<file path="src/rtl/sdram_arb_pkg.sv">
`default_nettype none
// ------------------------------------------------------------------------
// sdram_arb_pkg : shared types for the SDRAM port arbiter.   rev 1.0
// ------------------------------------------------------------------------
package sdram_arb_pkg;

  localparam int ADDR_MAX    = 32;
  localparam int TIMEOUT_DEF = 64;
  localparam int TO_CNT_W    = $clog2(TIMEOUT_DEF + 1);

  typedef enum logic [1:0] {
    IDLE = 2'd0,
    WAIT = 2'd1,
    DONE = 2'd2
  } state_t;

  // Address is stored at the widest supported size and trimmed on issue.
  typedef struct packed {
    logic                we;
    logic [ADDR_MAX-1:0] addr;
    logic [15:0]         wdata;
    logic [1:0]          wm;
  } slot_t;

  function automatic int to_cnt_w(input int timeout);
    return $clog2(timeout + 1);
  endfunction

endpackage
`default_nettype wire

</file>
<file path="src/rtl/sdram_arbiter_if.sv">
`default_nettype none
// ------------------------------------------------------------------------
// sdram_req_if / sdram_down_if : requester-side and controller-side buses.   rev 1.0
// ------------------------------------------------------------------------
interface sdram_req_if #(
  parameter int N_PORTS   = 3,
  parameter int ADDR_BITS = 22
) ();
  logic [N_PORTS-1:0]                port_req;
  logic [N_PORTS-1:0]                port_we;
  logic [N_PORTS-1:0][ADDR_BITS-1:0] port_addr;
  logic [N_PORTS-1:0][15:0]          port_wdata;
  logic [N_PORTS-1:0][1:0]           port_wm;
  logic [N_PORTS-1:0]                port_ack;
  logic [N_PORTS-1:0][15:0]          port_rdata;

  modport master (output port_req, port_we, port_addr, port_wdata, port_wm,
                  input  port_ack, port_rdata);
  modport slave  (input  port_req, port_we, port_addr, port_wdata, port_wm,
                  output port_ack, port_rdata);
endinterface

interface sdram_down_if #(
  parameter int ADDR_BITS = 22
) ();
  logic                 down_req;
  logic                 down_we;
  logic [ADDR_BITS-1:0] down_address;
  logic [15:0]          down_data_write;
  logic [1:0]           down_wm;
  logic                 down_ack;
  logic [15:0]          down_data_read;

  modport master (output down_req, down_we, down_address, down_data_write, down_wm,
                  input  down_ack, down_data_read);
  modport slave  (input  down_req, down_we, down_address, down_data_write, down_wm,
                  output down_ack, down_data_read);
endinterface
`default_nettype wire

</file>
<file path="src/rtl/sdram_arbiter_rr_arbiter.sv">
`default_nettype none
// ------------------------------------------------------------------------
// rr_arbiter : combinational round-robin pick, first request at or after rr.   rev 1.0
// ------------------------------------------------------------------------
module rr_arbiter #(
  parameter int N_PORTS = 3,
  parameter int IDX_W   = $clog2(N_PORTS)
) (
  input  logic [N_PORTS-1:0] req,
  input  logic [IDX_W-1:0]   rr,
  output logic [N_PORTS-1:0] grant,
  output logic [IDX_W-1:0]   idx,
  output logic               any
);

  int j;

  always_comb begin
    grant = '0;
    idx   = '0;
    any   = 1'b0;
    j     = 0;
    for (int i = 0; i < N_PORTS; i++) begin
      j = (int'(rr) + i) % N_PORTS;
      if (!any && req[j]) begin
        any      = 1'b1;
        grant[j] = 1'b1;
        idx      = IDX_W'(j);
      end
    end
  end

endmodule
`default_nettype wire

</file>
<file path="src/rtl/sdram_arbiter.sv">
`default_nettype none
// ------------------------------------------------------------------------
// sdram_arbiter : serialises N requesters onto one SDRAM controller port.   rev 1.0
// ------------------------------------------------------------------------
module sdram_arbiter
  import sdram_arb_pkg::*;
#(
  parameter int N_PORTS   = 3,
  parameter int ADDR_BITS = 22,
  parameter int TIMEOUT   = 64
) (
  input  logic         clk,
  input  logic         rst_n,
  sdram_req_if.slave   up,
  sdram_down_if.master down,
  output logic         timeout_err
);

  localparam int IDX_W = $clog2(N_PORTS);
  localparam int CNT_W = to_cnt_w(TIMEOUT);

  state_t             state, state_nx;
  slot_t              slot [N_PORTS];
  logic [N_PORTS-1:0] valid;
  logic [N_PORTS-1:0] win_oh;
  logic [IDX_W-1:0]   win_idx, rr, owner;
  logic               win_any, grant, ack_seen, expire;
  logic [CNT_W-1:0]   cnt;

  rr_arbiter #(.N_PORTS(N_PORTS), .IDX_W(IDX_W)) u_rr (
    .req   (valid),
    .rr    (rr),
    .grant (win_oh),
    .idx   (win_idx),
    .any   (win_any)
  );

  always_comb begin
    state_nx = state;
    grant    = 1'b0;
    ack_seen = 1'b0;
    expire   = 1'b0;
    unique case (state)
      IDLE: if (win_any) begin
        grant    = 1'b1;
        state_nx = WAIT;
      end
      WAIT: if (down.down_ack) begin
        ack_seen = 1'b1;
        state_nx = DONE;
      end else if (cnt == CNT_W'(TIMEOUT - 1)) begin
        expire   = 1'b1;
        state_nx = DONE;
      end
      DONE:    state_nx = IDLE;
      default: state_nx = IDLE;
    endcase
  end

  // A new request takes priority over the grant clear so a same-cycle req is never lost.
  always_ff @(posedge clk) begin
    if (!rst_n) begin
      valid <= '0;
      for (int p = 0; p < N_PORTS; p++) slot[p] <= '0;
    end else begin
      for (int p = 0; p < N_PORTS; p++) begin
        if (up.port_req[p]) begin
          valid[p]      <= 1'b1;
          slot[p].we    <= up.port_we[p];
          slot[p].addr  <= ADDR_MAX'(up.port_addr[p]);
          slot[p].wdata <= up.port_wdata[p];
          slot[p].wm    <= up.port_wm[p];
        end else if (grant && win_oh[p]) begin
          valid[p] <= 1'b0;
        end
      end
    end
  end

  always_ff @(posedge clk) begin
    if (!rst_n) begin
      state                <= IDLE;
      rr                   <= '0;
      owner                <= '0;
      cnt                  <= '0;
      down.down_req        <= 1'b0;
      down.down_we         <= 1'b0;
      down.down_address    <= '0;
      down.down_data_write <= '0;
      down.down_wm         <= '0;
      up.port_rdata        <= '0;
      timeout_err          <= 1'b0;
    end else begin
      state         <= state_nx;
      down.down_req <= grant;
      if (grant) begin
        down.down_we         <= slot[win_idx].we;
        down.down_address    <= slot[win_idx].addr[ADDR_BITS-1:0];
        down.down_data_write <= slot[win_idx].wdata;
        down.down_wm         <= slot[win_idx].wm;
        owner                <= win_idx;
        rr                   <= (win_idx == IDX_W'(N_PORTS - 1)) ? '0 : win_idx + 1'b1;
        cnt                  <= '0;
      end else if (state == WAIT) begin
        cnt <= cnt + 1'b1;
      end
      for (int p = 0; p < N_PORTS; p++) begin
        if (ack_seen && !down.down_we && owner == IDX_W'(p))
          up.port_rdata[p] <= down.down_data_read;
      end
      if (expire) timeout_err <= 1'b1;
    end
  end

  always_comb begin
    up.port_ack = '0;
    for (int p = 0; p < N_PORTS; p++)
      up.port_ack[p] = (state == DONE) && (owner == IDX_W'(p));
  end

endmodule
`default_nettype wire

</file>
<file path="src/flat_wrapper.sv">
// flat-port wrapper written by rule: the top's interface ports become plain ports
module sdram_arbiter_flat import sdram_arb_pkg::*;
#(
  parameter int N_PORTS   = 3,
  parameter int ADDR_BITS = 22,
  parameter int TIMEOUT   = 64
)
  (clk, rst_n, timeout_err, up_port_req, up_port_we, up_port_addr, up_port_wdata, up_port_wm, up_port_ack, up_port_rdata, down_down_req, down_down_we, down_down_address, down_down_data_write, down_down_wm, down_down_ack, down_down_data_read);
  sdram_req_if #(.N_PORTS(N_PORTS), .ADDR_BITS(ADDR_BITS)) up_i ();
  sdram_down_if #(.ADDR_BITS(ADDR_BITS)) down_i ();
  input  logic clk;
  input  logic rst_n;
  output logic timeout_err;
  input wire logic [$bits(up_i.port_req)-1:0] up_port_req;
  input wire logic [$bits(up_i.port_we)-1:0] up_port_we;
  input wire logic [$bits(up_i.port_addr)-1:0] up_port_addr;
  input wire logic [$bits(up_i.port_wdata)-1:0] up_port_wdata;
  input wire logic [$bits(up_i.port_wm)-1:0] up_port_wm;
  output wire logic [$bits(up_i.port_ack)-1:0] up_port_ack;
  output wire logic [$bits(up_i.port_rdata)-1:0] up_port_rdata;
  output wire logic [$bits(down_i.down_req)-1:0] down_down_req;
  output wire logic [$bits(down_i.down_we)-1:0] down_down_we;
  output wire logic [$bits(down_i.down_address)-1:0] down_down_address;
  output wire logic [$bits(down_i.down_data_write)-1:0] down_down_data_write;
  output wire logic [$bits(down_i.down_wm)-1:0] down_down_wm;
  input wire logic [$bits(down_i.down_ack)-1:0] down_down_ack;
  input wire logic [$bits(down_i.down_data_read)-1:0] down_down_data_read;
  assign up_i.port_req = up_port_req;
  assign up_i.port_we = up_port_we;
  assign up_i.port_addr = up_port_addr;
  assign up_i.port_wdata = up_port_wdata;
  assign up_i.port_wm = up_port_wm;
  assign up_port_ack = up_i.port_ack;
  assign up_port_rdata = up_i.port_rdata;
  assign down_down_req = down_i.down_req;
  assign down_down_we = down_i.down_we;
  assign down_down_address = down_i.down_address;
  assign down_down_data_write = down_i.down_data_write;
  assign down_down_wm = down_i.down_wm;
  assign down_i.down_ack = down_down_ack;
  assign down_i.down_data_read = down_down_data_read;
  sdram_arbiter #(.N_PORTS(N_PORTS), .ADDR_BITS(ADDR_BITS), .TIMEOUT(TIMEOUT)) u_core (.clk(clk), .rst_n(rst_n), .up(up_i), .down(down_i), .timeout_err(timeout_err));
endmodule
</file>
<file path="config.mk">
export PLATFORM = sky130hd
export DESIGN_NAME = sdram_arbiter_flat
export DESIGN_NICKNAME = d
export VERILOG_FILES = /design/src/rtl/sdram_arb_pkg.sv /design/src/rtl/sdram_arbiter_if.sv /design/src/rtl/sdram_arbiter_rr_arbiter.sv /design/src/rtl/sdram_arbiter.sv /design/src/flat_wrapper.sv
export SDC_FILE = /design/constraint.sdc
export NUM_CORES = 1
export LEC_CHECK = 0
export ABC_AREA = 1
export CORE_MARGIN = 2
export CORE_UTILIZATION = 53
export DETAILED_ROUTE_END_ITERATION = 8
export GPL_TIMING_DRIVEN = 0
export PLACE_DENSITY = 0.93
export SLEW_MARGIN = 15
export SYNTH_ARGS = -nofsm -noshare
export SYNTH_HDL_FRONTEND = slang
export SYNTH_SLANG_ARGS = --single-unit
</file>
<file path="constraint.sdc">
create_clock -name clk -period 2.9 [get_ports clk]
set_clock_uncertainty 0.05 [all_clocks]
set_input_delay 0.29 -clock clk [delete_from_list [all_inputs] [get_ports clk]]
set_output_delay 0.29 -clock clk [all_outputs]
set_load 0.005 [all_outputs]
</file>
==> reports/results.ini, run 1 <==
[status]
status = completed

[die]
die_x_microns = 138.7
floorplan.io_pins = 239
die_h_microns = 138.7

[grt]
met3_usage_pct = 6.319
antenna_found_initial = 0
grt_busiest_layer = met2
globalRouteMet2Util_pct = 46.14
grt_util_all_layers_pct = 27.83
grt.overflow.total = 0

[setup_path]
cp-startpoint = u_core.rr[0]
crit_chain = inv_1, ha_1, inv_2, nand2_1, nand3_2, nand2_2, nand3_2, nand2_1, inv_2, nor2_4, buf_2, nand2_1, nand3_1
crit_top_cell = nand2_1
cp-endpoint = u_core.down.down_wm[0]
slowest_delay_ns = 0.45
crit_buf_inv = 4
cp_top_family = simple AND/OR/NAND/NOR gates
worstRegToRegCells = 13
rrSetupSlack_ns = 0.39
critPathSlowestCell = ha_1
cp.depth = 13
r2r_start = u_core.rr[0]

[finish]
nFillCells = 1134
num_antenna_cells = 1
drive_gt1_share_pct = 6.551
largest_class = flip-flops and latches
reg.largest.list = u_core.slot (123), u_core.up.port_rdata (48), u_core.down.down_address (22)
inv_count = 205
bufAreaShareNonClock_pct = 20.82
instances_no_fill = 1619
largest_register_ffs = 123
logic_area_sq_um = 2755
clockBufferCount = 31
area_growth_syn_to_layout_pct = 36.09

[synth]
yosys_warnings = 0
yosys-top-cells-count = nand2_1 (365), inv_1 (196), edfxtp_1 (123), dfxtp_1 (107), nor2_1 (56)
yosys.area_share.aoi_pct = 6.021
synth_area_per_cell_sq_um = 8.692
top_logic_kind = simple AND/OR/NAND/NOR gates
ff_type = edfxtp_1
ys_chip_area_sq_um = 9622
ys_ff = 230
area_leaders = edfxtp_1 (38%), dfxtp_1 (22%), nand2_1 (14%), inv_1 (7.6%), o21ai_0 (2.8%)
floorplan.nets = 1257
xor_area_share_pct = 0.2731
netlist_area_sq_um = 9622
syn_inst = 1107
yosys.area.top_type = edfxtp_1
synthArstFlopShare_pct = 0
simple_gate_area_share_pct = 21.61

[pwr]
clockPowerShare_pct = 26.3
p_sw_w = 0.003779
ir_drop_mv = 0.6872
internal-power_w = 0.007097
power_leader = registers
powerClk_w = 0.00285
powerDensity_nw_per_um2 = 830.6

[placement]
place_area_sq_um = 12370
place_inst = 1577
portBuffers = 238
post-place-ws_ns = 0.0008071
place.gp.congestion = 0.9263

[final_timing]
rsz0062_at_grt = false
fin_crit_ns = 2.512
hold-worst-slack_ns = 0.3781

[drt]
wl_met2_microns = 13090
drtIter0Drc = 754
dr_wl_met3_microns = 2803
wire_per_inst_microns = 17.08
antenna_left = 0
drcViolationCount = 0

[run]
drv_cap = 0

[worst_hold_path]
hold_start = up_port_addr[46]
holdPathEnd = u_core.slot[2][20]
hold_path.class = input pin to flop

[clocking]
root_buffer = clkbuf_16
tritoncts = yes
post-cts-setup-buffer-count = 0
ctsResizeCount = 0

Figure 1. Sequential cells grouped by signal name (run 1).
Scale bar: 50 microns. Other sequential cells in the stronger gray, the rest of the logic in the fainter gray.
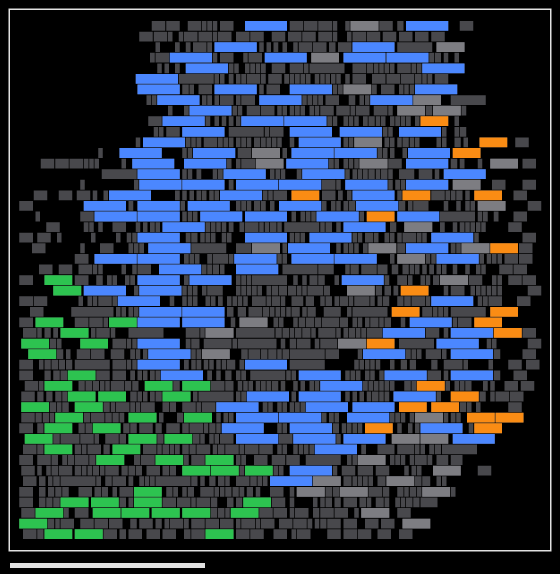
legend:
  orange:
    name_in_the_netlist: `u_core.down.down_address`
    flops: 22
  blue:
    name_in_the_netlist: `u_core.slot`
    flops: 123
  green:
    name_in_the_netlist: `u_core.up.port_rdata`
    flops: 48
    where: lower left
not colored: 37
register area: 5836 sq um
seq pwr: 0.00420 W
flop share of the area: 44.57%
fin util: 73.14%

Figure 2. Clock distribution (run 1).
Scale bar: 50 microns.
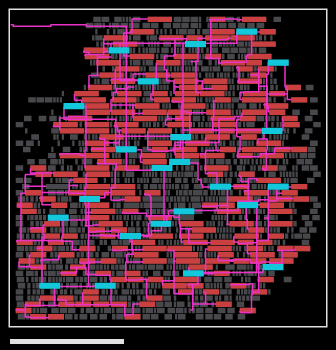
legend:
  red:
    item: flip-flops
    count: 230
  cyan:
    item: clock-net drivers
    count: 23
  magenta:
    item: clock wires
    length: 2610 microns
flops lie: widely spread
routed clock nets: 24

Figure 3. Placement by cell class (run 1).
Fill, decap, tap and diode cells in gray.
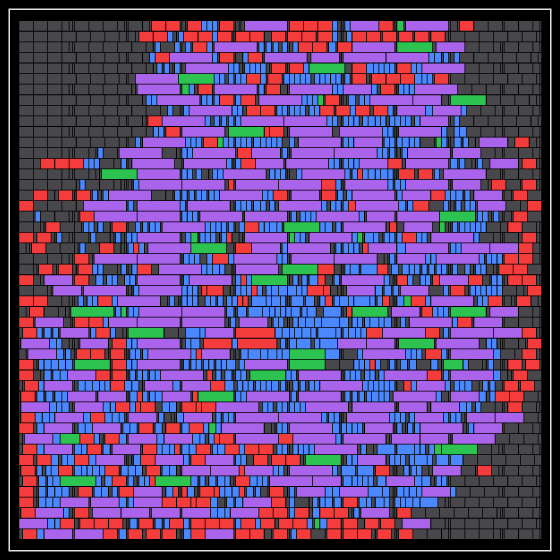
legend:
  blue:
    class: remaining logic cells
    cells: 829
    share_of_their_area: 28%
  green:
    class: clock drivers and dummy loads
    cells: 41
    share_of_their_area: 5.6%
  red:
    class: remaining buffers and delay cells
    cells: 289
    share_of_their_area: 21%
  purple:
    class: registers
    cells: 230
    share_of_their_area: 46%
fin area: 13090 sq um
Row Count: 49
core box area: 17900 sq um

Figure 4. The clock network (run 1).
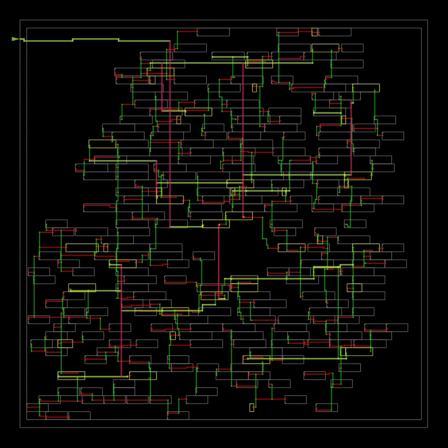
clk_lat worst skew: 0.50 ns
clk sinks: 230

## Run 2: what changed since run 1
--- a/config.mk
+++ b/config.mk
@@ -11,6 +11,7 @@
 export DETAILED_ROUTE_END_ITERATION = 8
 export GPL_TIMING_DRIVEN = 0
 export PLACE_DENSITY = 0.93
+export RECOVER_POWER = 50
 export SLEW_MARGIN = 15
 export SYNTH_ARGS = -nofsm -noshare
 export SYNTH_HDL_FRONTEND = slang
==> run 2 against run 1 <==
Final cell count hardly changed. Clock-buffer cell count stayed put. Sequential share of layout area is 0.11 points higher. Worst hold slack better by 0.0013 ns.
==> reports/results.ini, run 2 <==
[synth]
ys_ff = 230  ; unchanged
floorplan.nets = 1257  ; unchanged
synthArstFlopShare_pct = 0  ; unchanged
simple_gate_area_share_pct = 21.61  ; unchanged
yosys_warnings = 0  ; unchanged
yosys.area.top_type = edfxtp_1
yosys-top-cells-count = nand2_1 (365), inv_1 (196), edfxtp_1 (123), dfxtp_1 (107), nor2_1 (56)
yosys.area_share.aoi_pct = 6.021  ; unchanged
top_logic_kind = simple AND/OR/NAND/NOR gates
ff_type = edfxtp_1

[finish]
num_antenna_cells = 0  ; -1
inv_count = 205  ; unchanged
seq-cell-share_pct = 44.68  ; +0.11 points
area_growth_syn_to_layout_pct = 35.75
instances_no_fill = 1618  ; -0.062%
bufAreaShareNonClock_pct = 20.78  ; -0.044 points
drive_gt1_share_pct = 6.192  ; -0.36 points
seq_area_sq_um = 5836  ; unchanged
logic_area_sq_um = 2738  ; -0.64%
nFillCells = 1140  ; +0.53%
fin_util_pct = 72.96  ; -0.18 points
reg.largest.list = u_core.slot (123), u_core.up.port_rdata (48), u_core.down.down_address (22)
largest_register_ffs = 123  ; unchanged
design_area_sq_um = 13060  ; -0.25%

[final_timing]
fin_crit_ns = 2.567  ; +0.05566 ns
hold-worst-slack_ns = 0.3794  ; +0.001329 ns
rsz0062_at_grt = false

[die]
die_h_microns = 138.7  ; unchanged
core-area_sq_um = 17900  ; unchanged
floorplan.io_pins = 239  ; unchanged
die_x_microns = 138.7  ; unchanged

[worst_hold_path]
holdPathEnd = u_core.slot[2][20]
hold_start = up_port_addr[46]
hold_path.class = input pin to flop

[clocking]
clk_latency_ns = 0.50  ; about the same
post-cts-setup-buffer-count = 0  ; unchanged
tritoncts = yes
ctsResizeCount = 0  ; unchanged
clock_sinks = 230  ; unchanged
root_buffer = clkbuf_16

[setup_path]
r2r_start = u_core.rr[0]
cp_top_family = simple AND/OR/NAND/NOR gates
crit_buf_inv = 3  ; -1
rrSetupSlack_ns = 0.33  ; -0.06 ns
crit_chain = inv_1, ha_1, inv_2, nand2_1, nand3_2, nand2_1, nand3_1, nor2_1, nor2_2, nand2_2, nor2_4, buf_6, nand2_1, nand3_1
cp-startpoint = u_core.rr[0]
crit_top_cell = nand2_1

[grt]
globalRouteMet2Util_pct = 46.14  ; unchanged
met3_usage_pct = 6.319  ; unchanged
grt.overflow.total = 0  ; unchanged
grt_util_all_layers_pct = 27.83  ; unchanged
grt_busiest_layer = met2

[drt]
antenna_left = 0  ; unchanged
drtIter0Drc = 722  ; -4.2%
dr_wl_met3_microns = 2753  ; -1.8%
drcViolationCount = 0  ; unchanged
wire_per_inst_microns = 17.04  ; -0.24%
wl_met2_microns = 12990  ; -0.76%

[pwr]
powerClk_w = 0.00286  ; about the same
ir_drop_mv = 0.6860  ; -0.18%
power_leader = registers
p_sw_w = 0.003762  ; -0.44%
clockPowerShare_pct = 26.6  ; +0.3 points

[placement]
place_inst = 1577  ; unchanged
place_area_sq_um = 12370  ; unchanged
portBuffers = 238  ; unchanged
place.gp.congestion = 0.9263  ; unchanged

[status]
status = completed

Figure 5. Clock distribution (run 2).
Scale bar: 50 microns.
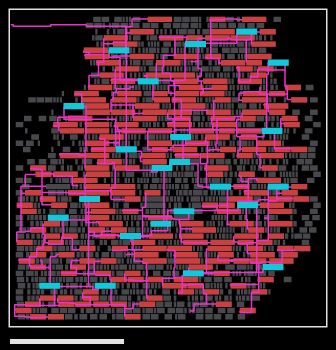
legend:
  cyan:
    item: clock-net drivers
    count: 23
  red:
    item: flip-flops
    count: 230
  magenta:
    item: clock wires
    length: 2610 microns
flops lie: widely spread

Figure 6. Sequential cells grouped by signal name (run 2).
Scale bar: 50 microns. Other sequential cells in the stronger gray, the rest of the logic in the fainter gray.
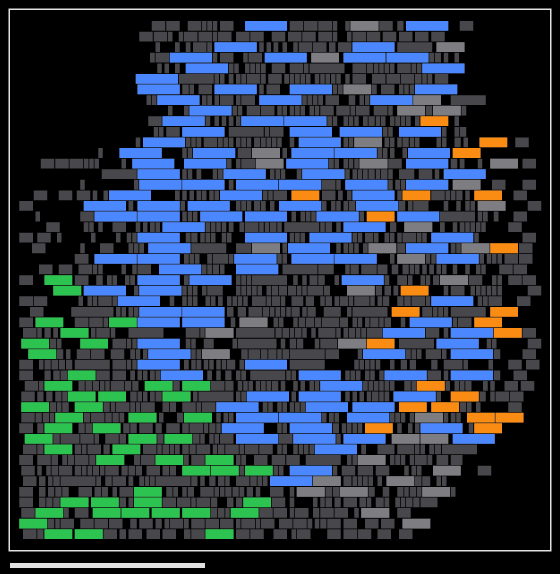
legend:
  blue:
    name_in_the_netlist: `u_core.slot`
    flops: 123
  orange:
    name_in_the_netlist: `u_core.down.down_address`
    flops: 22
  green:
    name_in_the_netlist: `u_core.up.port_rdata`
    flops: 48
    where: lower left

## Run 3: what changed since run 2
==> constraint.sdc (replaced) <==
create_clock -name clk -period 3.3 [get_ports clk]
set_clock_uncertainty 0.05 [all_clocks]
set_input_delay 0.33 -clock clk [delete_from_list [all_inputs] [get_ports clk]]
set_output_delay 0.33 -clock clk [all_outputs]
set_load 0.005 [all_outputs]
==> run 3 against run 2 <==
Register-to-register slack improved by 0.32 ns. Final cell count unchanged. Global-route usage did not move. First-iteration DRC count is the same. Worst setup slack better by 0.14 ns. Largest cell class unchanged. Worst hold slack gained 0.010 ns. Synthesized cell count unchanged. Die area unchanged. Combinational power is 12% lower. Critical endpoint is now u_core.slot[2][17]. Clock-buffer cell count is the same.
==> reports/results.ini, run 3 <==
[grt]
grt_pass1_vias = 8304
grt_busiest_layer = met2
met3_usage_pct = 6.319  ; unchanged
grt.overflow.total = 0  ; unchanged
globalRouteMet2Util_pct = 46.14  ; unchanged
grt_util_all_layers_pct = 27.83  ; unchanged

[placement]
place.gp.congestion = 0.9263  ; unchanged
place_inst = 1577  ; unchanged
portBuffers = 238  ; unchanged
place_area_sq_um = 12370  ; unchanged

[status]
status = completed

[drt]
highest_layer = met4
dr_wl_met3_microns = 2865  ; +4.1%
wl_met1_microns = 10290
wire_per_inst_microns = 17.06  ; +0.14%
vias = 8406
wl_met2_microns = 13080  ; +0.72%
antenna_left = 0  ; unchanged
drtIter0Drc = 722  ; unchanged
drcViolationCount = 0  ; unchanged

[clocking]
clock_sinks = 230  ; unchanged
root_buffer = clkbuf_16
ctsResizeCount = 0  ; unchanged
cts_buffer_depth = 3
clk_pin_slew_worst_paths_ns = 0.06
tritoncts = yes
post-cts-setup-buffer-count = 0  ; unchanged
clk_latency_ns = 0.50  ; about the same
hold_buffers = 0

[synth]
synthArstFlopShare_pct = 0  ; unchanged
yosys.area.top_type = edfxtp_1
ff_type = edfxtp_1
ys_ff = 230  ; unchanged
yosys-top-cells-count = nand2_1 (365), inv_1 (196), edfxtp_1 (123), dfxtp_1 (107), nor2_1 (56)
top_logic_kind = simple AND/OR/NAND/NOR gates
yosys.area_share.aoi_pct = 6.021  ; unchanged
yosys_warnings = 0  ; unchanged
simple_gate_area_share_pct = 21.61  ; unchanged
netlist_area_sq_um = 9622
floorplan.nets = 1257  ; unchanged

[worst_hold_path]
hold_start = u_core.up.port_rdata[13]
worstHoldPathCells = 2
hold_path.class = flop to flop
holdPathEnd = u_core.up.port_rdata[13]

[finish]
logic_area_sq_um = 2738  ; unchanged
buffers_excl_clock = 289
inv_count = 205  ; unchanged
bufAreaShareNonClock_pct = 20.76  ; about the same
design_area_sq_um = 13060  ; about the same
area_growth_syn_to_layout_pct = 35.72  ; about the same
drive_gt1_share_pct = 6.120  ; -0.072 points
num_antenna_cells = 0  ; unchanged
instances_no_fill = 1618  ; unchanged
clock_cell_area_share_pct = 5.500
largest-register = u_core.slot
reg.largest.list = u_core.slot (123), u_core.up.port_rdata (48), u_core.down.down_address (22)
largest_register_ffs = 123  ; unchanged
nFillCells = 1140  ; unchanged
seq_area_sq_um = 5836  ; unchanged

[die]
die_h_microns = 138.7  ; unchanged
core-area_sq_um = 17900  ; unchanged
initCoreUtil_pct = 53.75
die_x_microns = 138.7  ; unchanged
floorplan.io_pins = 239  ; unchanged

[setup_path]
cp_top_family = buffers and inverters
r2r_start = u_core.rr[0]
path_class = input pin to flop
cp_max_fo = 32
cp-startpoint = rst_n
rrSetupSlack_ns = 0.65  ; +0.32 ns
crit_chain = dlygate4sd3_1, clkbuf_1, clkbuf_1, nand2_1, clkbuf_2
crit_top_cell = clkbuf_1
crit_buf_inv = 4  ; +1

[pwr]
power_leader = registers
powerDensity_nw_per_um2 = 724.4
p_sw_w = 0.003310  ; -12%
powerClk_w = 0.00252  ; -12%
clockPowerShare_pct = 26.6  ; about the same
ir_drop_mv = 0.6034  ; -12%

[final_timing]
hold-worst-slack_ns = 0.3897  ; +0.01027 ns
tightest_slew_ns = 0.8165
fin_crit_ns = 2.823
rsz0062_at_grt = false

Figure 7. Sequential cells grouped by signal name (run 3).
Scale bar: 50 microns. Other sequential cells in the stronger gray, the rest of the logic in the fainter gray.
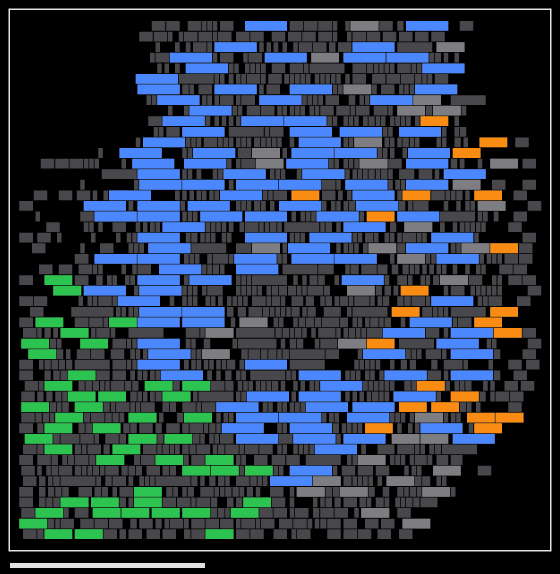
legend:
  orange:
    name_in_the_netlist: `u_core.down.down_address`
    flops: 22
  green:
    name_in_the_netlist: `u_core.up.port_rdata`
    flops: 48
    where: lower left
  blue:
    name_in_the_netlist: `u_core.slot`
    flops: 123
seq pwr: 0.00368 W
fin util: 72.95%
flop share of the area: 44.69%

Figure 8. Signal wires by layer (run 3).
Scale bar: 50 microns. Only two layers are drawn.
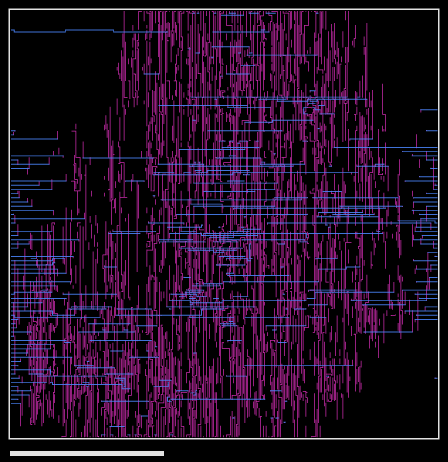
legend:
  magenta:
    layer: M2
    wire_length: 13100 microns
  blue:
    layer: M3
    wire_length: 2870 microns

Power figures rest on the tool's default switching activity, not on a simulated workload.
